[src/rtl/if_prefetch_stage.sv]
// ---------------------------------------------------------------------------
// if_prefetch_stage
//   Instruction-fetch front end. Issues word-aligned requests to instruction
//   memory (req/gnt/rvalid, in-order responses) with up to MAX_OUTSTANDING
//   requests in flight. Returned words land in a FIFO_DEPTH-entry prefetch
//   queue that feeds the ID stage with valid/ready. A prioritised redirect
//   mux selects branch, trap, mret, dret or debug targets. A redirect flushes
//   the queue and marks every in-flight response as stale.
//
// Ports
//   clk, rst_n              clock, asynchronous active-low reset
//   fetch_enable_i          start fetching from boot_addr_i
//   boot_addr_i             reset fetch address (also debug entry base)
//   redirect_i / _sel_i     one-cycle redirect strobe and its source
//   pc_dest_i, irq_cause_i  branch target, interrupt cause
//   csr_mtvec_i/mepc/depc   trap vector, mret and dret targets
//   imem_*                  instruction memory request/response channel
//   if_valid_o/instr/pc/err queue head towards ID, accepted by id_ready_i
//   busy_o                  requests in flight or queue not empty
// ---------------------------------------------------------------------------
module if_prefetch_stage #(
    parameter int DATA_WIDTH      = 32,
    parameter int FIFO_DEPTH      = 4,
    parameter int MAX_OUTSTANDING = 2,
    parameter bit VEC_MODE_EN     = 1'b1
) (
    input  logic                  clk,
    input  logic                  rst_n,
    input  logic                  fetch_enable_i,
    input  logic [DATA_WIDTH-1:0] boot_addr_i,
    input  logic                  redirect_i,
    input  logic [2:0]            redirect_sel_i,
    input  logic [DATA_WIDTH-1:0] pc_dest_i,
    input  logic [4:0]            irq_cause_i,
    input  logic [DATA_WIDTH-1:0] csr_mtvec_i,
    input  logic [DATA_WIDTH-1:0] csr_mepc_i,
    input  logic [DATA_WIDTH-1:0] csr_depc_i,
    output logic                  imem_req_o,
    output logic [DATA_WIDTH-1:0] imem_addr_o,
    input  logic                  imem_gnt_i,
    input  logic                  imem_rvalid_i,
    input  logic [DATA_WIDTH-1:0] imem_rdata_i,
    input  logic                  imem_err_i,
    output logic                  if_valid_o,
    output logic [DATA_WIDTH-1:0] if_instr_o,
    output logic [DATA_WIDTH-1:0] if_pc_o,
    output logic                  if_err_o,
    input  logic                  id_ready_i,
    output logic                  busy_o
);

    localparam int AW = (FIFO_DEPTH > 1) ? $clog2(FIFO_DEPTH) : 1;
    localparam int CW = $clog2(FIFO_DEPTH + 1);
    localparam logic [CW:0]           DEPTH_C     = (CW+1)'(FIFO_DEPTH);
    localparam logic [CW:0]           MAXO_C      = (CW+1)'(MAX_OUTSTANDING);
    localparam logic [AW-1:0]         PTR_ONE_C   = AW'(1'b1);
    localparam logic [DATA_WIDTH-1:0] ADDR_STEP_C = DATA_WIDTH'(3'd4);

    typedef enum logic [1:0] {
        ST_IDLE = 2'd0,
        ST_RUN  = 2'd1,
        ST_HOLD = 2'd2
    } state_e;

    state_e                state_r, state_nxt_s;
    logic [DATA_WIDTH-1:0] fetch_addr_r, fetch_addr_nxt_s;
    logic [DATA_WIDTH-1:0] hold_addr_r;
    logic                  stale_r, stale_nxt_s;
    logic [CW-1:0]         out_cnt_r, out_cnt_nxt_s;
    logic [CW-1:0]         disc_cnt_r, disc_cnt_nxt_s;

    logic [DATA_WIDTH-1:0] q_pc_r    [FIFO_DEPTH];
    logic [DATA_WIDTH-1:0] q_instr_r [FIFO_DEPTH];
    logic                  q_err_r   [FIFO_DEPTH];
    logic [AW-1:0]         q_wr_ptr_r, q_rd_ptr_r;
    logic [CW-1:0]         q_cnt_r;

    logic [DATA_WIDTH-1:0] trk_pc_r  [FIFO_DEPTH];
    logic [AW-1:0]         trk_wr_ptr_r, trk_rd_ptr_r;

    logic [DATA_WIDTH-1:0] bus_addr_s;
    logic [DATA_WIDTH-1:0] mtvec_base_s;
    logic [DATA_WIDTH-1:0] irq_off_s;
    logic [DATA_WIDTH-1:0] redirect_tgt_s;
    logic                  space_ok_s, slot_ok_s;
    logic                  gnt_fire_s, gnt_new_s, pend_s;
    logic                  rv_keep_s, rv_drop_s;
    logic                  push_s, pop_s, q_full_s;
    logic                  unused_s;

    assign unused_s     = csr_mtvec_i[1];
    assign mtvec_base_s = {csr_mtvec_i[DATA_WIDTH-1:2], 2'b00};
    assign irq_off_s    = {{(DATA_WIDTH-7){1'b0}}, irq_cause_i, 2'b00};

    // Queue room counts only live requests; the in-flight limit also counts
    // stale ones, because the PC tracker has to hold them until they return.
    assign space_ok_s = (({1'b0, q_cnt_r} + {1'b0, out_cnt_r}) < DEPTH_C);
    assign slot_ok_s  = (({1'b0, out_cnt_r} + {1'b0, disc_cnt_r}) < MAXO_C);

    assign gnt_fire_s = imem_req_o && imem_gnt_i;
    // A held request that was overtaken by a redirect is already in disc_cnt_r.
    assign gnt_new_s  = gnt_fire_s && !stale_r;
    // A request left pending by a redirect will be granted later and dropped.
    assign pend_s     = redirect_i && imem_req_o && !imem_gnt_i && !stale_r;
    assign rv_keep_s  = imem_rvalid_i && (disc_cnt_r == {CW{1'b0}});
    assign rv_drop_s  = imem_rvalid_i && (disc_cnt_r != {CW{1'b0}});
    assign push_s     = rv_keep_s && !redirect_i;
    assign pop_s      = if_valid_o && id_ready_i && !redirect_i;
    assign q_full_s   = (q_cnt_r == CW'(FIFO_DEPTH));

    // Redirect target mux; reserved source codes fall back to the trap base.
    always_comb begin
        redirect_tgt_s = mtvec_base_s;
        case (redirect_sel_i)
            3'd0: redirect_tgt_s = pc_dest_i;
            3'd1: redirect_tgt_s = mtvec_base_s;
            3'd2: begin
                if (VEC_MODE_EN && csr_mtvec_i[0]) begin
                    redirect_tgt_s = mtvec_base_s + irq_off_s;
                end else begin
                    redirect_tgt_s = mtvec_base_s;
                end
            end
            3'd3: redirect_tgt_s = csr_mepc_i;
            3'd4: redirect_tgt_s = csr_depc_i;
            3'd5: redirect_tgt_s = {boot_addr_i[DATA_WIDTH-1:8], 8'h80};
            default: redirect_tgt_s = mtvec_base_s;
        endcase
    end

    // FSM state register.
    always_ff @(posedge clk or negedge rst_n) begin
        if (!rst_n) begin
            state_r <= ST_IDLE;
        end else begin
            state_r <= state_nxt_s;
        end
    end

    // FSM next-state logic; fetch_enable_i is only honoured when no request is up.
    always_comb begin
        state_nxt_s = state_r;
        case (state_r)
            ST_IDLE: begin
                if (fetch_enable_i) begin
                    state_nxt_s = ST_RUN;
                end else begin
                    state_nxt_s = ST_IDLE;
                end
            end
            ST_RUN: begin
                if (imem_req_o && !imem_gnt_i) begin
                    state_nxt_s = ST_HOLD;
                end else if (!imem_req_o && !fetch_enable_i) begin
                    state_nxt_s = ST_IDLE;
                end else begin
                    state_nxt_s = ST_RUN;
                end
            end
            ST_HOLD: begin
                if (imem_gnt_i) begin
                    state_nxt_s = ST_RUN;
                end else begin
                    state_nxt_s = ST_HOLD;
                end
            end
            default: state_nxt_s = ST_IDLE;
        endcase
    end

    // FSM outputs: request strobe and the address presented on the bus.
    always_comb begin
        imem_req_o = 1'b0;
        bus_addr_s = fetch_addr_r;
        case (state_r)
            ST_RUN: begin
                imem_req_o = space_ok_s && slot_ok_s;
                bus_addr_s = fetch_addr_r;
            end
            ST_HOLD: begin
                imem_req_o = 1'b1;
                bus_addr_s = hold_addr_r;
            end
            default: begin
                imem_req_o = 1'b0;
                bus_addr_s = fetch_addr_r;
            end
        endcase
        if (imem_req_o) begin
            imem_addr_o = {bus_addr_s[DATA_WIDTH-1:2], 2'b00};
        end else begin
            imem_addr_o = {DATA_WIDTH{1'b0}};
        end
    end

    // Next fetch address, stale-hold flag and in-flight bookkeeping.
    always_comb begin
        fetch_addr_nxt_s = fetch_addr_r;
        stale_nxt_s      = stale_r;
        out_cnt_nxt_s    = out_cnt_r;
        disc_cnt_nxt_s   = disc_cnt_r;

        if (redirect_i) begin
            fetch_addr_nxt_s = redirect_tgt_s;
        end else if ((state_r == ST_IDLE) && fetch_enable_i) begin
            fetch_addr_nxt_s = boot_addr_i;
        end else if (gnt_new_s) begin
            fetch_addr_nxt_s = fetch_addr_r + ADDR_STEP_C;
        end else begin
            fetch_addr_nxt_s = fetch_addr_r;
        end

        if (redirect_i && imem_req_o && !imem_gnt_i) begin
            stale_nxt_s = 1'b1;
        end else if (gnt_fire_s) begin
            stale_nxt_s = 1'b0;
        end else begin
            stale_nxt_s = stale_r;
        end

        // On redirect every live request becomes one to drop.
        if (redirect_i) begin
            out_cnt_nxt_s  = {CW{1'b0}};
            disc_cnt_nxt_s = out_cnt_r + CW'(gnt_new_s) + disc_cnt_r + CW'(pend_s)
                           - CW'(rv_keep_s) - CW'(rv_drop_s);
        end else begin
            out_cnt_nxt_s  = out_cnt_r + CW'(gnt_new_s) - CW'(rv_keep_s);
            disc_cnt_nxt_s = disc_cnt_r - CW'(rv_drop_s);
        end
    end

    // Fetch address, held bus address and counters.
    always_ff @(posedge clk or negedge rst_n) begin
        if (!rst_n) begin
            fetch_addr_r <= {DATA_WIDTH{1'b0}};
            hold_addr_r  <= {DATA_WIDTH{1'b0}};
            stale_r      <= 1'b0;
            out_cnt_r    <= {CW{1'b0}};
            disc_cnt_r   <= {CW{1'b0}};
        end else begin
            fetch_addr_r <= fetch_addr_nxt_s;
            stale_r      <= stale_nxt_s;
            out_cnt_r    <= out_cnt_nxt_s;
            disc_cnt_r   <= disc_cnt_nxt_s;
            if ((state_r == ST_RUN) && imem_req_o && !imem_gnt_i) begin
                hold_addr_r <= fetch_addr_r;
            end else begin
                hold_addr_r <= hold_addr_r;
            end
        end
    end

    // PC tracker: one entry per granted request, retired by its response.
    always_ff @(posedge clk or negedge rst_n) begin
        if (!rst_n) begin
            trk_wr_ptr_r <= {AW{1'b0}};
            trk_rd_ptr_r <= {AW{1'b0}};
            for (int i = 0; i < FIFO_DEPTH; i++) begin
                trk_pc_r[i] <= {DATA_WIDTH{1'b0}};
            end
        end else begin
            if (gnt_fire_s) begin
                trk_pc_r[trk_wr_ptr_r] <= imem_addr_o;
                trk_wr_ptr_r           <= trk_wr_ptr_r + PTR_ONE_C;
            end
            if (imem_rvalid_i) begin
                trk_rd_ptr_r <= trk_rd_ptr_r + PTR_ONE_C;
            end
        end
    end

    // Prefetch queue; a redirect empties it and overrides push and pop.
    always_ff @(posedge clk or negedge rst_n) begin
        if (!rst_n) begin
            q_wr_ptr_r <= {AW{1'b0}};
            q_rd_ptr_r <= {AW{1'b0}};
            q_cnt_r    <= {CW{1'b0}};
            for (int i = 0; i < FIFO_DEPTH; i++) begin
                q_pc_r[i]    <= {DATA_WIDTH{1'b0}};
                q_instr_r[i] <= {DATA_WIDTH{1'b0}};
                q_err_r[i]   <= 1'b0;
            end
        end else if (redirect_i) begin
            q_wr_ptr_r <= {AW{1'b0}};
            q_rd_ptr_r <= {AW{1'b0}};
            q_cnt_r    <= {CW{1'b0}};
        end else begin
            if (push_s) begin
                q_pc_r[q_wr_ptr_r]    <= trk_pc_r[trk_rd_ptr_r];
                q_instr_r[q_wr_ptr_r] <= imem_rdata_i;
                q_err_r[q_wr_ptr_r]   <= imem_err_i;
                q_wr_ptr_r            <= q_wr_ptr_r + PTR_ONE_C;
            end
            if (pop_s) begin
                q_rd_ptr_r <= q_rd_ptr_r + PTR_ONE_C;
            end
            q_cnt_r <= q_cnt_r + CW'(push_s) - CW'(pop_s);
        end
    end

    assign if_valid_o = (q_cnt_r != {CW{1'b0}});
    assign if_instr_o = if_valid_o ? q_instr_r[q_rd_ptr_r] : {DATA_WIDTH{1'b0}};
    assign if_pc_o    = if_valid_o ? q_pc_r[q_rd_ptr_r]    : {DATA_WIDTH{1'b0}};
    assign if_err_o   = if_valid_o ? q_err_r[q_rd_ptr_r]   : 1'b0;
    assign busy_o     = (out_cnt_r != {CW{1'b0}}) || if_valid_o
                     || (disc_cnt_r != {CW{1'b0}});

    if_prefetch_stage_chk u_chk (
        .clk    (clk),
        .rst_n  (rst_n),
        .push   (push_s),
        .pop    (pop_s),
        .full   (q_full_s)
    );

endmodule

// ---------------------------------------------------------------------------
// if_prefetch_stage_chk
//   Run-time checks for the prefetch queue.
//   clk, rst_n  clock and reset of the checked block
//   push, pop   queue write/read strobes
//   full        queue holds FIFO_DEPTH entries
// ---------------------------------------------------------------------------
module if_prefetch_stage_chk (
    input logic clk,
    input logic rst_n,
    input logic push,
    input logic pop,
    input logic full
);

    // A push into a full queue without a matching pop would lose a word.
    always @(posedge clk) begin
        if (rst_n) begin
            assert (!(push && full && !pop));
        end
    end

endmodule
[config.mk]
export PLATFORM = sky130hd
export DESIGN_NAME = if_prefetch_stage
export DESIGN_NICKNAME = d
export VERILOG_FILES = /design/src/rtl/if_prefetch_stage.sv
export SDC_FILE = /design/constraint.sdc
export NUM_CORES = 1
export LEC_CHECK = 0
export CORE_MARGIN = 5
export CORE_UTILIZATION = 47
export CTS_CLUSTER_SIZE = 10
export DETAILED_ROUTE_END_ITERATION = 8
export HOLD_SLACK_MARGIN = 0.03
export PLACE_DENSITY = 0.79
export SYNTH_ARGS = -nofsm -noshare
export SYNTH_HDL_FRONTEND = slang
export SYNTH_SLANG_ARGS = --single-unit
[constraint.sdc]
create_clock -name clk -period 4.7 [get_ports clk]
set_input_delay 0.94 -clock clk [delete_from_list [all_inputs] [get_ports clk]]
set_output_delay 0.94 -clock clk [all_outputs]
set_load 0.02 [all_outputs]
==> run_1/met1.png <==
Bar = 50 um. Supply wires on this layer in gray.
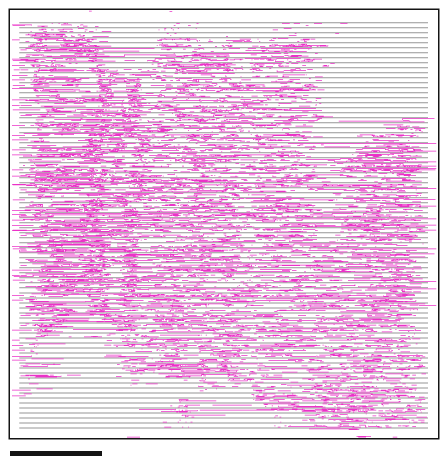
nets with wire on the layer: 2286
share of all routed wire: 40%
longest straight run: 80.5 um
Total Routed Length: 64700 um
via count: 17.2k
M1 GR Usage: 0.299

==> run_1/zoom.png <==
Bar = 10 um. Region (154, 38) to (194, 78) um. Cells in gray, sequential cells in the stronger gray; small squares are vias.
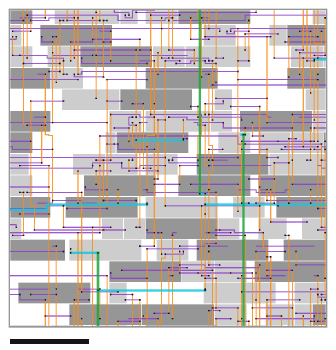
| layer | color |
|---|---|
| met3 | cyan |
| met1 | purple |
| met2 | orange |
| met4 | green |
most frequent: dfrtp_1 (26), mux2_2 (22)
sequential cells in the window: 27
netlist names of flops here include: q_instr_r (11), q_pc_r (11), q_err_r (4)
cells with their middle in the window: 70

==> run_1/met3.png <==
Bar = 50 um.
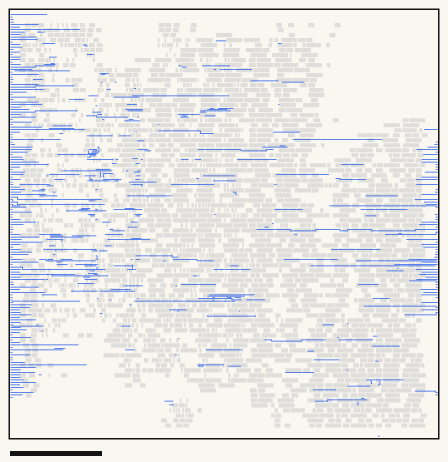
share of all routed wire: 6.6%
longest straight run: 67.6 um
nets with wire on the layer: 365
main direction: horizontal
GR Layer Usage met3: 0.0471

==> run_1/gate_families.png <==
Bar = 50 um.
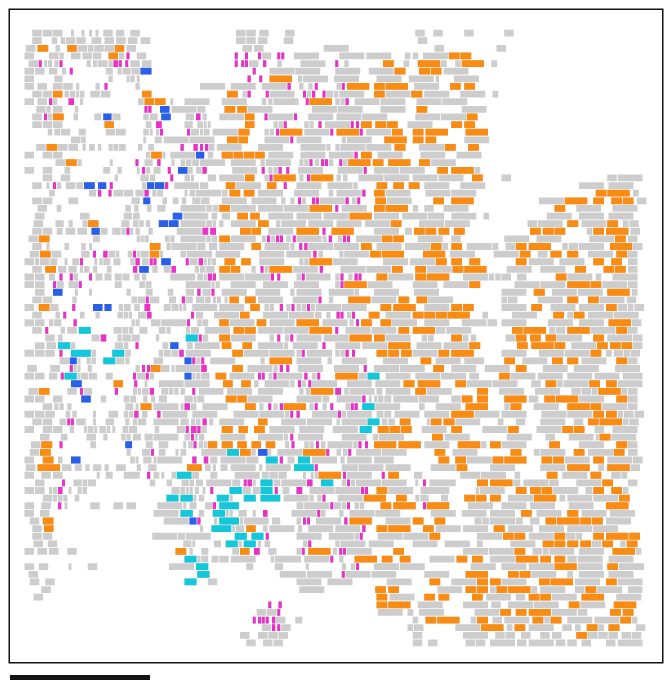
| family | color | cells | most used |
|---|---|---|---|
| multiplexers | orange | 437 | mux2_2 |
| adder and majority cells | cyan | 38 | ha_1 |
| NOR gates | magenta | 265 | nor2_1 |
| AND-OR and OR-AND gates | blue | 30 | a221o_1 |

==> results.rst, run 1 <==
Run summary
-----------

.. list-table::
   :header-rows: 1

   * - Metric
     - Value
   * - Worst slew margin relative to its limit
     - 0.334
   * - GRT met2 Usage
     - 0.414
   * - GRT Overall Usage
     - 0.238
   * - Routed wirelength normalized by instance count
     - approximately 22 um
   * - Result of the run
     - finished, final reports clean
   * - Antenna cell count
     - 0
   * - Insertion delay at the late pin of the worst-skew pair
     - 0.57 ns
   * - Fin. max-slew vios
     - 0
   * - Register area
     - 0.0113 mm2
   * - CTS root buffer
     - sky130_fd_sc_hd__clkbuf_16
   * - Cell area power density
     - between 400 and 500 mW/mm2
   * - Total grt overflow
     - 0
   * - Minimum setup slack after placement
     - between 0.15 and 0.2 ns
   * - Type of the worst setup path
     - flop to flop
   * - Reg-to-reg startpoint
     - out_cnt_r[2]
   * - Crit path buffers/inverters
     - 3
   * - Instance area after placement
     - around 0.027 mm2
   * - Setup TNS
     - 0 ns
   * - Clock net sink count
     - between 400 and 500
   * - Cells in synth_stat.txt
     - 1999
   * - Main kind of combinational logic by area
     - multiplexers
   * - Largest registers in the final layout
     - q_instr_r: 128 flops, q_pc_r: 120 flops, trk_pc_r: 120 flops
   * - Crit-path slowest cell
     - sky130_fd_sc_hd__fa_1
   * - Sequential-to-total area share from yosys stat
     - 0.486
   * - Post-CTS setup repair buffer count
     - 0
   * - Top reg by flops
     - q_instr_r
   * - Design Area, Final
     - about 0.028 mm2
   * - GRT busiest layer
     - met2
   * - Maximum number of pins on one net before global-route repair
     - 122
   * - Non-filler instance count after layout
     - 2926
   * - Chip Area
     - roughly 0.054 mm2
   * - Tool warning count
     - roughly 48
   * - Cell Int Power
     - 8.82 mW
   * - Flip-flop count of the largest register, all copies and words added
     - approximately 130
   * - Arrival time of the worst setup path
     - between 4 and 5 ns
   * - First-pass GRT wire length
     - around 100000 um
   * - Slew at the pin with the worst max-slew slack
     - roughly 1.0 ns
   * - Most numerous cell in the Yosys netlist
     - sky130_fd_sc_hd__dfrtp_1
   * - Reg2Reg Setup Slack
     - approximately 0.33 ns
   * - Switch share
     - 0.322
   * - Count of hold-fix buffers inserted at cts
     - 0
   * - Dpl hpwl
     - approximately 46000 um
   * - Core area
     - approximately 0.05 mm2
   * - Final worst path period need
     - about 4.4 ns
   * - Dominant Register Cell
     - sky130_fd_sc_hd__dfrtp_1
   * - Via count of the first global-routing pass
     - 18.6k
   * - Cts repair resizes
     - 0
   * - Placer congestion estimate
     - a little over 1
   * - Number of synthesized register bits
     - around 450
   * - Slowest stage delay, CP
     - approximately 0.53 ns
   * - Clock buffer count in the final layout
     - around 56
   * - Flop share of the area
     - 0.400
   * - Post-synthesis share of cell area spent on and-or and or-and gates
     - 0.0903
   * - Most numerous cell types in the synthesized netlist
     - sky130_fd_sc_hd__dfrtp_1 (452), sky130_fd_sc_hd__mux2_2 (299), sky130_fd_sc_hd__nor2_1 (231)
   * - Power drawn by the clock network
     - 3.36 mW
   * - Total number of sequential cells
     - about 450
   * - Final cell utilization of the core
     - 0.578
   * - Height of the die
     - between 200 and 250 um
   * - Simple Share, Synth
     - 0.0993
   * - P_seq
     - around 5.5 mW
   * - ANT nets after route
     - 0
   * - Dominant cell area share
     - 0.486
   * - Data required time at the worst endpoint
     - roughly 5.2 ns
   * - Cell area after technology mapping
     - ~0.023 mm2
   * - Top Metal Used
     - met4
   * - Area reported by Yosys stat
     - approximately 0.023 mm2
   * - Number of primary I/O pins
     - between 300 and 400
   * - Hold WS
     - between 0.4 and 0.5 ns
   * - Clock buf/inv share
     - 0.0472
   * - Hold Vio Cnt, Final
     - 0
   * - Maximum fanout along the worst path
     - 4
   * - Final setup slack of the worst path
     - ~0.33 ns
   * - Hold/Removal Path Class
     - input pin to async pin
   * - Clock transition at the registers of the reported paths
     - around 0.06 ns
   * - CP Launch Point
     - out_cnt_r[2]
   * - Distinct cell type count after synthesis
     - between 60 and 70
   * - Combinational cell area excluding buffers and inverters
     - 0.0113 mm2
   * - Fraction of standard cell area in multi-input logic
     - 0.400
   * - Average instance area after synthesis
     - ~12 um2
   * - Unrepaired setup endpoints after global routing
     - no
   * - Largest cells by area after synthesis
     - sky130_fd_sc_hd__dfrtp_1 (49%), sky130_fd_sc_hd__mux2_2 (14%), sky130_fd_sc_hd__mux4_2 (9.1%)
   * - Count of cells along the worst register-to-register path
     - 17
   * - Number of failing setup endpoints in the final timing report
     - 0
   * - Proportion of final cell area spent on non-clock buffers
     - 0.119
   * - Number of rows created at floorplan
     - 81
   * - Combinational Gates
     - between 1k and 1.5k
   * - Max-cap violation count
     - 0
   * - Number of DRC markers after the initial detailed-route iteration
     - 1309
   * - Share of final-layout standard cells stronger than drive strength 1
     - 0.231
   * - Total length of routed met2 wires
     - about 32000 um
   * - Logic depth of the worst path, buffers included
     - 17
   * - Reg-to-Reg End
     - disc_cnt_r[2]
   * - Tap Cells
     - around 660
   * - Most numerous logic cells after layout
     - sky130_fd_sc_hd__dfrtp_1 (448), sky130_fd_sc_hd__mux2_2 (299), sky130_fd_sc_hd__clkdlybuf4s50_1 (290)
   * - Async set or reset register ratio after synthesis
     - 1.00
   * - Portion of total power attributed to combinational logic
     - 0.322
==> run_1/final_congestion.png <==
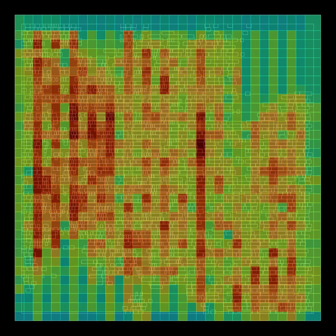

==> run 1 -> run 2 <==
--- a/config.mk
+++ b/config.mk
@@ -5,12 +5,14 @@
 export SDC_FILE = /design/constraint.sdc
 export NUM_CORES = 1
 export LEC_CHECK = 0
+export CELL_PAD_IN_SITES_DETAIL_PLACEMENT = 2
+export CELL_PAD_IN_SITES_GLOBAL_PLACEMENT = 2
 export CORE_MARGIN = 5
-export CORE_UTILIZATION = 47
+export CORE_UTILIZATION = 37
 export CTS_CLUSTER_SIZE = 10
 export DETAILED_ROUTE_END_ITERATION = 8
 export HOLD_SLACK_MARGIN = 0.03
-export PLACE_DENSITY = 0.79
+export PLACE_DENSITY = 0.89
 export SYNTH_ARGS = -nofsm -noshare
 export SYNTH_HDL_FRONTEND = slang
 export SYNTH_SLANG_ARGS = --single-unit
==> run_2/final_congestion.png <==
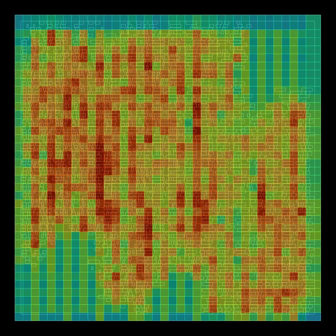
routed wirelength normalized by instance count: 26.9 um
GRT Overall Usage: 0.243

==> run_2/gate_families.png <==
Bar = 100 um.
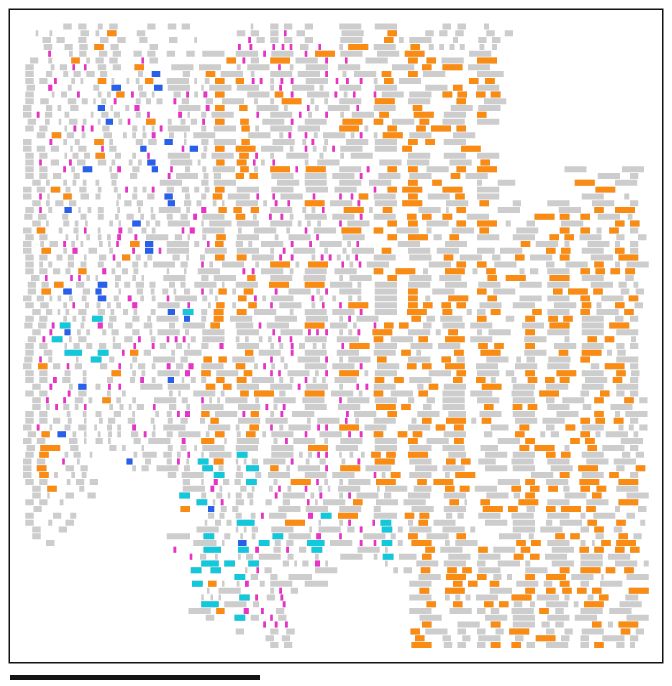
| family | color | cells | most used |
|---|---|---|---|
| multiplexers | orange | 437 | mux2_2 |
| adder and majority cells | cyan | 38 | ha_1 |
| NOR gates | magenta | 265 | nor2_1 |
| AND-OR and OR-AND gates | blue | 30 | a221o_1 |

==> run_2/met3.png <==
Bar = 100 um.
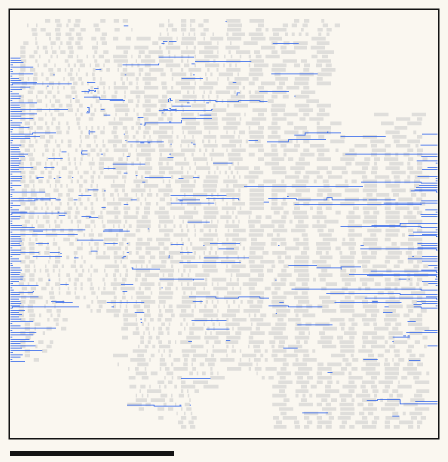
nets with wire on the layer: 285
main direction: horizontal
Total Routed Length: 83700 um
GR Layer Usage met3: 0.0448
via count: 17.7k

==> run 2 against run 1 <==
Net effect: sequential power is 2% higher; non-clock buffer count is 3 higher; global-route usage up 0.51 points; worst hold slack worse by 0.041 ns; die area increased by 26%.
==> results.rst, run 2 <==
Run summary
-----------

.. list-table::
   :header-rows: 1

   * - Metric
     - Value
   * - Result of the run
     - finished, final reports clean
   * - VDD IR max
     - between 200 and 300 uV
   * - Async set or reset register ratio after synthesis
     - 1.00
   * - Hold/Removal Path Class
     - input pin to async pin
   * - Dominant Register Cell
     - sky130_fd_sc_hd__dfrtp_1
   * - Reg-to-Reg End
     - disc_cnt_r[2]
   * - Top reg by flops
     - q_instr_r
   * - Number of DRC markers after the initial detailed-route iteration
     - between 800 and 900
   * - Most numerous cell in the Yosys netlist
     - sky130_fd_sc_hd__dfrtp_1
   * - Via count of the first global-routing pass
     - roughly 21k
   * - Core area
     - 0.0627 mm2
   * - Number of rows created at floorplan
     - about 90
   * - Synthesis Warnings
     - 0
   * - Chip Area
     - between 0.06 and 0.07 mm2
   * - Cell Int Power
     - 8.99 mW
   * - Via-to-Cell Ratio
     - between 5 and 6
   * - Distinct cell type count after synthesis
     - around 66
   * - Worst slew margin relative to its limit
     - 0.279
   * - GRT met2 Usage
     - 0.450
   * - Final cell utilization of the core
     - 0.458
   * - Unrepaired setup endpoints after global routing
     - no
   * - Fraction of standard cell area in multi-input logic
     - 0.394
   * - Leading area contributor after synthesis
     - sky130_fd_sc_hd__dfrtp_1
   * - Placed instance count
     - approximately 3.1k
   * - Wire length on met3
     - between 3000 and 4000 um
   * - Arrival time of the worst setup path
     - between 3 and 4 ns
   * - Flop share of the area
     - 0.394
   * - Simple Share, Synth
     - 0.0993
   * - Hold Vio Cnt, Final
     - 0
   * - CTS root buffer
     - sky130_fd_sc_hd__clkbuf_16
   * - Hold WS
     - ~0.43 ns
   * - Clk network pwr share
     - 0.266
   * - Combinational Gates
     - roughly 1.4k
   * - Sum of routed wire segments on met1
     - approximately 33000 um
   * - Slew at the pin with the worst max-slew slack
     - around 1.1 ns
   * - Synthesized instance count
     - between 1.5k and 2k
   * - Number of buffers on the longest clock path
     - 3
   * - ANT nets after route
     - 0
   * - Proportion of final cell area spent on non-clock buffers
     - 0.121
   * - Maximum fanout along the worst path
     - 31
   * - Most common cell after layout, fill and taps aside
     - sky130_fd_sc_hd__dfrtp_1
   * - Layout filler cell count
     - about 6.1k
   * - TritonCTS clock tree
     - built
   * - Number of antenna violations at the first check in global routing
     - 3
   * - P_seq
     - roughly 5.6 mW
   * - Total length of routed met2 wires
     - 44100 um
   * - Sequential-to-total area share from yosys stat
     - 0.486
   * - Slowest stage delay, CP
     - approximately 0.63 ns
   * - Count of hold-fix buffers inserted at cts
     - 0
   * - Average instance area after synthesis
     - approximately 12 um2
   * - Insertion delay at the late pin of the worst-skew pair
     - ~0.62 ns
   * - Clock buffer count in the final layout
     - roughly 60
   * - Cell area power density
     - 480 mW/mm2
   * - Power drawn by the clock network
     - between 3 and 4 mW
   * - Dominant cell area share
     - 0.486
   * - Combinational power
     - 4.56 mW
   * - Reg2Reg Setup Slack
     - slightly below 0.3 ns
   * - Post-CTS setup repair buffer count
     - 0
   * - Height of the die
     - approximately 260 um
   * - Most numerous logic cells after layout
     - sky130_fd_sc_hd__dfrtp_1 (446), sky130_fd_sc_hd__mux2_2 (299), sky130_fd_sc_hd__clkdlybuf4s50_1 (290)
   * - Final worst path period need
     - approximately 4.5 ns
   * - Main kind of combinational logic by area
     - multiplexers
   * - Final setup slack of the worst path
     - 0.208 ns
   * - Count of cells along the worst register-to-register path
     - 18
   * - Data required time at the worst endpoint
     - ~3.8 ns
   * - Maximum number of pins on one net before global-route repair
     - about 120
   * - Critical Path Start Type
     - flop
   * - Post-synthesis share of cell area spent on and-or and or-and gates
     - 0.0903
   * - Number of failing setup endpoints in the final timing report
     - 0
   * - Max-cap violation count
     - 0
   * - Register area
     - ~0.011 mm2
   * - Non-filler instance count after layout
     - ~3.1k
   * - Combinational cell area excluding buffers and inverters
     - around 0.011 mm2
   * - Placer congestion estimate
     - between 0.8 and 0.9
   * - Type of the worst setup path
     - flop to output pin
   * - First-pass GRT wire length
     - between 100000 and 150000 um
   * - Final #Nets
     - roughly 2.5k
   * - Largest registers in the final layout
     - q_instr_r: 128 flops, q_pc_r: 120 flops, trk_pc_r: 120 flops
   * - Antenna cell count
     - 0
   * - Flip-flop count of the largest register, all copies and words added
     - between 100 and 150
   * - Count of non-CTS buffers in the layout
     - 346
   * - Clock net sink count
     - about 450
   * - Horizontal die dimension
     - 261 um
   * - Logic depth of the worst path, buffers included
     - 9
   * - Design Area, Final
     - between 0.02 and 0.03 mm2
   * - Share of final-layout standard cells stronger than drive strength 1
     - 0.234
   * - Number of synthesized register bits
     - 452
   * - Depth of the CTS H-tree
     - 2
   * - Non-clock inverters
     - 35
   * - Clock transition at the registers of the reported paths
     - 0.06 ns
   * - Crit path buffers/inverters
     - 3
   * - Leading power group
     - registers
   * - Most numerous cell types in the synthesized netlist
     - sky130_fd_sc_hd__dfrtp_1 (452), sky130_fd_sc_hd__mux2_2 (299), sky130_fd_sc_hd__nor2_1 (231)
   * - Total grt overflow
     - 0
   * - Tool warning count
     - about 46
   * - Tap Cells
     - between 800 and 900
   * - M1 GR Usage
     - 0.283
   * - Largest delay contributor family on the critical path
     - buffers and inverters
   * - Reg-to-reg startpoint
     - out_cnt_r[1]
   * - CP Launch Point
     - out_cnt_r[2]
   * - Cells in synth_stat.txt
     - between 1.5k and 2k
   * - Dpl hpwl
     - around 58000 um
   * - GRT busiest layer
     - met2
   * - Post-route DRC
     - 0
   * - MUX area fraction
     - 0.255
   * - Instance area after placement
     - approximately 0.027 mm2
   * - Top Metal Used
     - met5
   * - Number of enable-type register cells in the synthesized netlist
     - 0
   * - Kind of end point of the critical path
     - output pin
   * - Cell leakage power
     - between 10 and 15 nW
   * - Fin. max-slew vios
     - 0
   * - Cell area after technology mapping
     - about 0.023 mm2
   * - Clock buf/inv share
     - 0.0500
   * - Cts repair resizes
     - 0
   * - Crit-path slowest cell
     - sky130_fd_sc_hd__clkdlybuf4s50_1
   * - Synthesized-area fraction occupied by xor and xnor cells
     - 0.0177
   * - Area growth, synth to finish
     - 23.3%
   * - Area reported by Yosys stat
     - around 0.023 mm2
   * - Layout Skew
     - approximately 0.022 ns
   * - Total number of sequential cells
     - 452
   * - Switch share
     - 0.348
   * - Largest cells by area after synthesis
     - sky130_fd_sc_hd__dfrtp_1 (49%), sky130_fd_sc_hd__mux2_2 (14%), sky130_fd_sc_hd__mux4_2 (9.1%)
   * - Number of primary I/O pins
     - roughly 310
   * - Setup TNS
     - 0 ns
   * - Achievable clock frequency
     - between 200 and 250 MHz
   * - Portion of total power attributed to combinational logic
     - 0.331
   * - Total of buffers placed on input and output ports
     - between 200 and 300
   * - Worst Setup EP
     - imem_addr_o[8]
   * - Minimum setup slack after placement
     - 0.0544 ns
==> run 2 -> run 3 <==
--- a/config.mk
+++ b/config.mk
@@ -5,6 +5,7 @@
 export SDC_FILE = /design/constraint.sdc
 export NUM_CORES = 1
 export LEC_CHECK = 0
+export CAP_MARGIN = 20
 export CELL_PAD_IN_SITES_DETAIL_PLACEMENT = 2
 export CELL_PAD_IN_SITES_GLOBAL_PLACEMENT = 2
 export CORE_MARGIN = 5
==> run_3/final_congestion.png <==
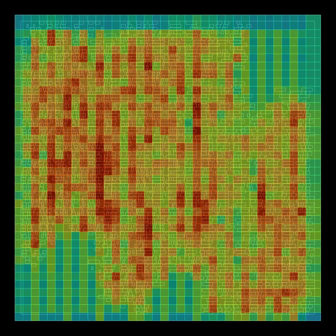
M1 GR Usage: 0.283
GRT busiest layer: met2

==> run_3/met3.png <==
Bar = 100 um.
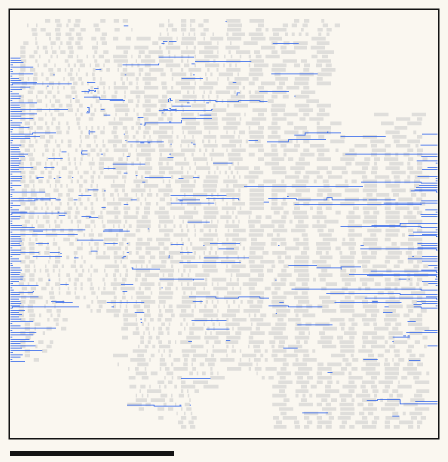
wire length on this layer: 3950 um
nets with wire on the layer: 285
share of all routed wire: 4.7%
longest straight run: 78.9 um
main direction: horizontal

==> run 3 against run 2 <==
Net effect: synthesized cell count stayed put; clock skew stayed put; clock-buffer cell count stayed put; combinational power hardly changed; global-route usage stayed put; critical endpoint unchanged; largest power group unchanged.
==> results.rst, run 3 <==
Run summary
-----------

.. list-table::
   :header-rows: 1

   * - Metric
     - Value
   * - Result of the run
     - finished, final reports clean
   * - Count of cells along the worst register-to-register path
     - 18
   * - Critical Path Start Type
     - flop
   * - Tap Cells
     - 846
   * - Total grt overflow
     - 0
   * - Leading power group
     - registers
   * - Synthesized-area fraction occupied by xor and xnor cells
     - 0.0177
   * - Antenna cell count
     - 0
   * - Cts repair resizes
     - 0
   * - ANT nets after route
     - 0
   * - Largest registers in the final layout
     - q_instr_r: 128 flops, q_pc_r: 120 flops, trk_pc_r: 120 flops
   * - Minimum setup slack after placement
     - 0.0544 ns
   * - Clock buffer count in the final layout
     - ~60
   * - Most numerous cell types in the synthesized netlist
     - sky130_fd_sc_hd__dfrtp_1 (452), sky130_fd_sc_hd__mux2_2 (299), sky130_fd_sc_hd__nor2_1 (231)
   * - Placed instance count
     - between 3k and 4k
   * - Hold/Removal Path Class
     - input pin to async pin
   * - Design Area, Final
     - approximately 0.029 mm2
   * - Cells in synth_stat.txt
     - roughly 2.0k
   * - Portion of total power attributed to combinational logic
     - 0.331
   * - CTS root buffer
     - sky130_fd_sc_hd__clkbuf_16
   * - Post-route DRC
     - 0
   * - Synthesized instance count
     - between 1.5k and 2k
   * - Hold Vio Cnt, Final
     - 0
   * - Wire length on met3
     - 3950 um
   * - Cell leakage power
     - about 13 nW
   * - CP Launch Point
     - out_cnt_r[2]
   * - Number of enable-type register cells in the synthesized netlist
     - 0
   * - Count of hold-fix buffers inserted at cts
     - 0
   * - Flop share of the area
     - 0.394
   * - Dominant cell area share
     - 0.486
   * - Final #Nets
     - between 2k and 3k
   * - Reg-to-reg startpoint
     - out_cnt_r[1]
   * - Number of synthesized register bits
     - roughly 450
   * - Number of rows created at floorplan
     - ~92
   * - Dpl hpwl
     - about 58000 um
   * - Largest cells by area after synthesis
     - sky130_fd_sc_hd__dfrtp_1 (49%), sky130_fd_sc_hd__mux2_2 (14%), sky130_fd_sc_hd__mux4_2 (9.1%)
   * - Setup TNS
     - 0 ns
   * - Fin. max-slew vios
     - 0
   * - Reg2Reg Setup Slack
     - around 0.29 ns
   * - TritonCTS clock tree
     - built
   * - Achievable clock frequency
     - roughly 220 MHz
   * - Worst Setup EP
     - imem_addr_o[8]
   * - Tool warning count
     - 46
   * - Max-cap violation count
     - 0
   * - Horizontal die dimension
     - approximately 260 um
   * - Main kind of combinational logic by area
     - multiplexers
   * - Data required time at the worst endpoint
     - between 3 and 4 ns
   * - Instance area after placement
     - 0.0273 mm2
   * - GR Layer Usage met3
     - 0.0448
   * - Reg-to-Reg End
     - disc_cnt_r[2]
   * - Routed wirelength normalized by instance count
     - 26.9 um
   * - Number of DRC markers after the initial detailed-route iteration
     - between 800 and 900
   * - Unrepaired setup endpoints after global routing
     - no
   * - Proportion of final cell area spent on non-clock buffers
     - 0.121
   * - Maximum fanout along the worst path
     - 31
   * - Total of buffers placed on input and output ports
     - 294
   * - Top reg by flops
     - q_instr_r
   * - Via-to-Cell Ratio
     - 5.68
   * - Top Metal Used
     - met5
   * - Crit path buffers/inverters
     - 3
   * - Clock transition at the registers of the reported paths
     - about 0.060 ns
   * - Combinational Gates
     - ~1.4k
   * - Via count
     - approximately 18k
   * - Kind of end point of the critical path
     - output pin
   * - Total Routed Length
     - 83700 um
   * - Largest delay contributor family on the critical path
     - buffers and inverters
   * - Number of primary I/O pins
     - a little over 300
   * - Clock net sink count
     - ~450
   * - GRT Overall Usage
     - 0.243
   * - First-pass GRT wire length
     - around 130000 um
   * - Arrival time of the worst setup path
     - between 3 and 4 ns
   * - Number of antenna violations at the first check in global routing
     - 3
   * - Final setup slack of the worst path
     - 0.208 ns
   * - Post-synthesis share of cell area spent on and-or and or-and gates
     - 0.0903
   * - Insertion delay at the late pin of the worst-skew pair
     - between 0.6 and 0.7 ns
   * - Combinational cell area excluding buffers and inverters
     - ~0.011 mm2
   * - Leading area contributor after synthesis
     - sky130_fd_sc_hd__dfrtp_1
   * - Combinational power
     - around 4.6 mW
   * - Simple Share, Synth
     - 0.0993
   * - Number of failing setup endpoints in the final timing report
     - 0
   * - Power drawn by the clock network
     - approximately 3.7 mW
   * - Flip-flop count of the largest register, all copies and words added
     - between 100 and 150
   * - Area reported by Yosys stat
     - approximately 0.023 mm2
   * - Final worst path period need
     - between 4 and 5 ns
   * - Slew at the pin with the worst max-slew slack
     - ~1.1 ns
   * - Core area
     - about 0.063 mm2
   * - Total length of routed met2 wires
     - between 40000 and 50000 um
   * - Area growth, synth to finish
     - 23.3%
   * - Crit-path slowest cell
     - sky130_fd_sc_hd__clkdlybuf4s50_1
   * - Type of the worst setup path
     - flop to output pin
   * - Height of the die
     - about 260 um
   * - Clock buf/inv share
     - 0.0500
   * - Post-CTS setup repair buffer count
     - 0
   * - Chip Area
     - about 0.068 mm2
   * - Share of final-layout standard cells stronger than drive strength 1
     - 0.234
   * - Maximum number of pins on one net before global-route repair
     - approximately 120
   * - Placer congestion estimate
     - roughly 0.90
   * - Cell Int Power
     - about 9.0 mW
   * - Synthesis Warnings
     - 0
   * - Distinct cell type count after synthesis
     - ~66
   * - Slowest stage delay, CP
     - roughly 0.63 ns
   * - Layout Skew
     - about 0.022 ns
   * - MUX area fraction
     - 0.255
   * - Non-clock inverters
     - 35
   * - P_seq
     - between 5 and 6 mW
   * - Sum of routed wire segments on met1
     - 32700 um
   * - Most numerous logic cells after layout
     - sky130_fd_sc_hd__dfrtp_1 (446), sky130_fd_sc_hd__mux2_2 (299), sky130_fd_sc_hd__clkdlybuf4s50_1 (290)
   * - Number of buffers on the longest clock path
     - 3
   * - Logic depth of the worst path, buffers included
     - 9
   * - Layout filler cell count
     - slightly above 6k
   * - GRT met2 Usage
     - 0.450
   * - Switch share
     - 0.348
   * - Final cell utilization of the core
     - 0.458
   * - Register area
     - between 0.01 and 0.015 mm2
   * - Async set or reset register ratio after synthesis
     - 1.00
   * - Depth of the CTS H-tree
     - 2
   * - Dominant Register Cell
     - sky130_fd_sc_hd__dfrtp_1
   * - Worst slew margin relative to its limit
     - 0.279
   * - Cell area power density
     - 480 mW/mm2
   * - Cell area after technology mapping
     - around 0.023 mm2
   * - Most numerous cell in the Yosys netlist
     - sky130_fd_sc_hd__dfrtp_1
   * - Via count of the first global-routing pass
     - around 21k
   * - Count of non-CTS buffers in the layout
     - about 350
   * - Hold WS
     - approximately 0.43 ns
   * - Sequential-to-total area share from yosys stat
     - 0.486
   * - Average instance area after synthesis
     - approximately 12 um2
   * - Clk network pwr share
     - 0.266
==> run_3/gate_families.png <==
Bar = 100 um.
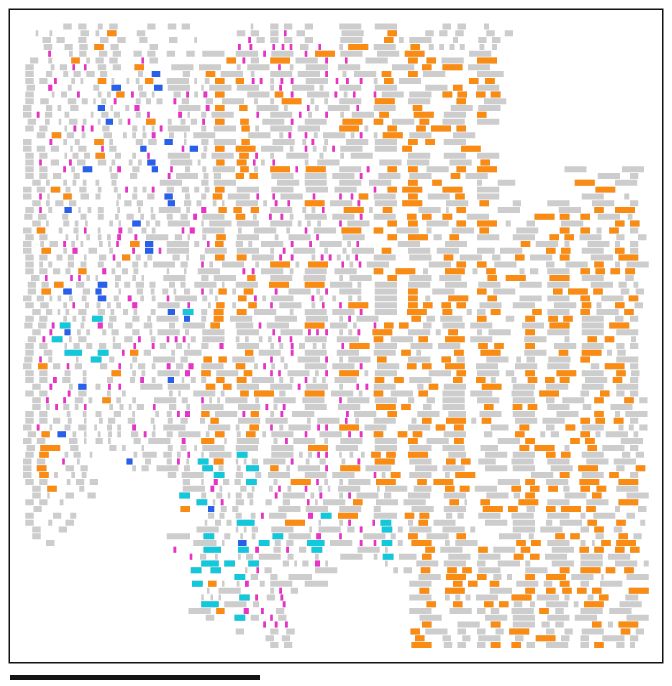
| family | color | cells | most used |
|---|---|---|---|
| NOR gates | magenta | 265 | nor2_1 |
| adder and majority cells | cyan | 38 | ha_1 |
| multiplexers | orange | 437 | mux2_2 |
| AND-OR and OR-AND gates | blue | 30 | a221o_1 |
non-filler instance count after layout: 3117
most common cell after layout, fill and taps aside: sky130_fd_sc_hd__dfrtp_1
fraction of standard cell area in multi-input logic: 0.394

Power figures rest on the tool's default switching activity, not on a simulated workload.
